Design mem_port_arbiter, sky130hd; sources not shown.
### Sizing map

Bar = 20 um.
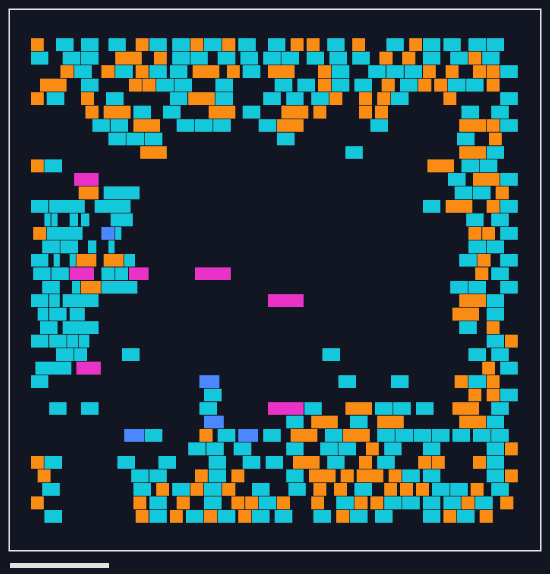
drive 2: in blue, cells 5, share 1.3%. drive 6 and up: in magenta, cells 7, share 1.9%. drive 1 or less: in cyan, cells 232, share 62%. drive 3 to 4: in orange, cells 128, share 34%.
Area Overhead vs Synth: 142%
setup ws final: 2080 ps
Non-CTS buffers: 304
Design Area, Final: 3840 um^2

### Signal wires by layer

Bar = 20 um.
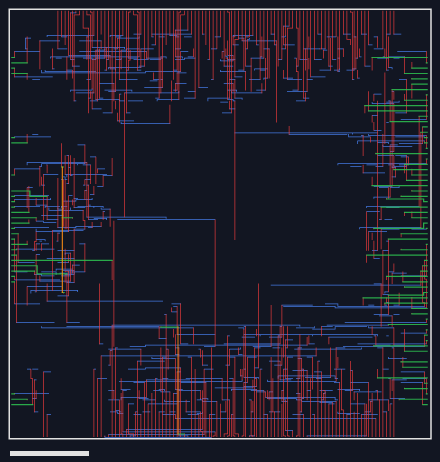
met3: in green, wire length 502 um. met4: in orange, wire length 59.2 um. met2: in red, wire length 3950 um. met1: in blue, wire length 2460 um.
WL final: 6970 um
drt wl/cell: 13.8 um
gr usage total: 10.6%
via count: 1739

### Nets reached from selected ports

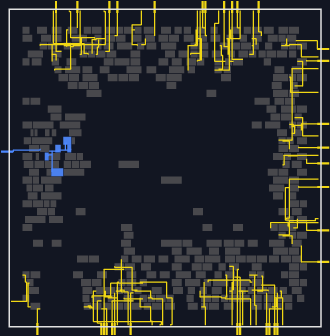
d_rdata: in yellow, bits 32, direction output, edge 13 bottom, 11 top, 8 right, end cells 0, wire 1310 um. if_req: in blue, bits 1, direction input, edge left, end cells 5, wire 30.5 um.
Ports: 269
IO Port Bufs: 204

### Clock nets

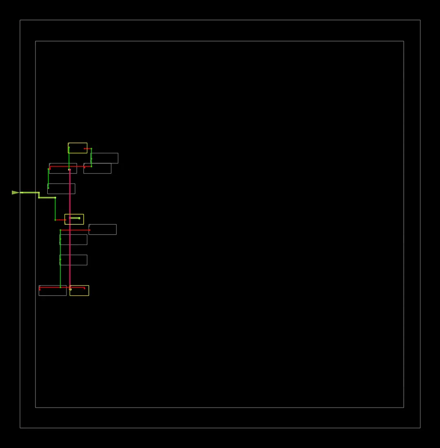
Flop Count: 8
Clock Buffer Count: 3

==> run notes <==
yosys + openroad results -> yosys xor share=0%, Fillers=963, Rows=36, Num CTS Buffers=3, CP arrival=3060 ps, die span in x=107 um, largest net degree at the start of global routing=11, number of vias per cell=between 3 and 4, ao+oa area frac=under 10%, Nets=509, synthesis-stage register bit count=8, RSZ-0062 raised after global routing=no, DRT iter0 DRCs=around 57, yosys adder share=0.790%, layout cells sized above 1=a little under two fifths, first-pass GRT wire length=about 9600 um, CTS clk-pin slew, worst paths=~40 ps, mux share=between 20% and 30%, synthesized cell area=~1600 um^2, CP required=~5100 ps, CTS Buffer Depth=2, mean post-synth cell area=between 9 and 10 um^2, H-tree levels=1, vias in the first global route=1900, hold_ws=between 300 and 400 ps, n_diodes=0, Final Util=~40%, final total power=slightly above 400 uW, Startpoint Class=input port, Top logic family=buffers and inverters, CTS Hold Bufs=0, Pins Over Slew Limit=0, Simple-Gate Area Share=8.06%, Yosys chip area=between 1500 and 2000 um^2, Mapped Cells=approximately 160, outcome=completed, postcts setup bufs=0, hold crit path type=reg2reg, Clock Sinks=8, Max IR drop VDD=0.0000947 V
-- power by group --
group	switching [uW]	internal [uW]	leakage, uW
logic	71.0	215	0.00161
registers	0.873	54.9	0.0000660
clock network	20.2	42.7	0.0000216
-- cell usage after synthesis --
cell,count,area [um^2]
and2b_1,1,7.51
or2b_4,2,22.5
nor2b_1,1,6.26
nor3b_1,1,7.51
a21oi_1,3,15.0
nor3_1,1,5.00
and3b_1,1,8.76
ha_1,1,12.5
and2_1,1,6.26
nand2b_1,2,12.5
mux2_2,4,45.0
and3_2,1,7.51
nor4_1,1,6.26
buf_12,3,60.1
mux2_4,28,420
nor2_1,3,11.3
conb_1,1,3.75
or3_4,1,11.3
nand2_1,1,3.75
buf_6,1,11.3
nor2_4,1,11.3
buf_4,96,721
dfxtp_1,8,160
a21o_1,1,7.51
-- layer usage --
metal / up-vias / part of all wire, % / global-route usage, %
met3: 5 / 7.2 / 1.78
li1: 852 / - / -
met5: - / 0 / -
met1: 784 / 35 / 11.4
met2: 98 / 57 / 20.6
met4: 0 / 0.85 / 2.19
-- critical path, cell delays in order --
cell and delay (ps):
clkdlybuf4s50_1 520, or2b_4 320, nor2_4 90, a21o_1 100, buf_6 160, buf_12 150, mux2_4 300, clkdlybuf4s50_1 500
-- area by class of cell --
cell class | count | area [um^2] | area share (%)
clock buffers | 3 | 41.3 | 1.08
multi-input cells | 57 | 636 | 16.6
well taps | 133 | 166 | 4.34
flip-flops and latches | 8 | 160 | 4.17
repair buffers | 204 | 2040 | 53.2
plain buffers | 100 | 792 | 20.6
Power and IR drop assume default switching activity.
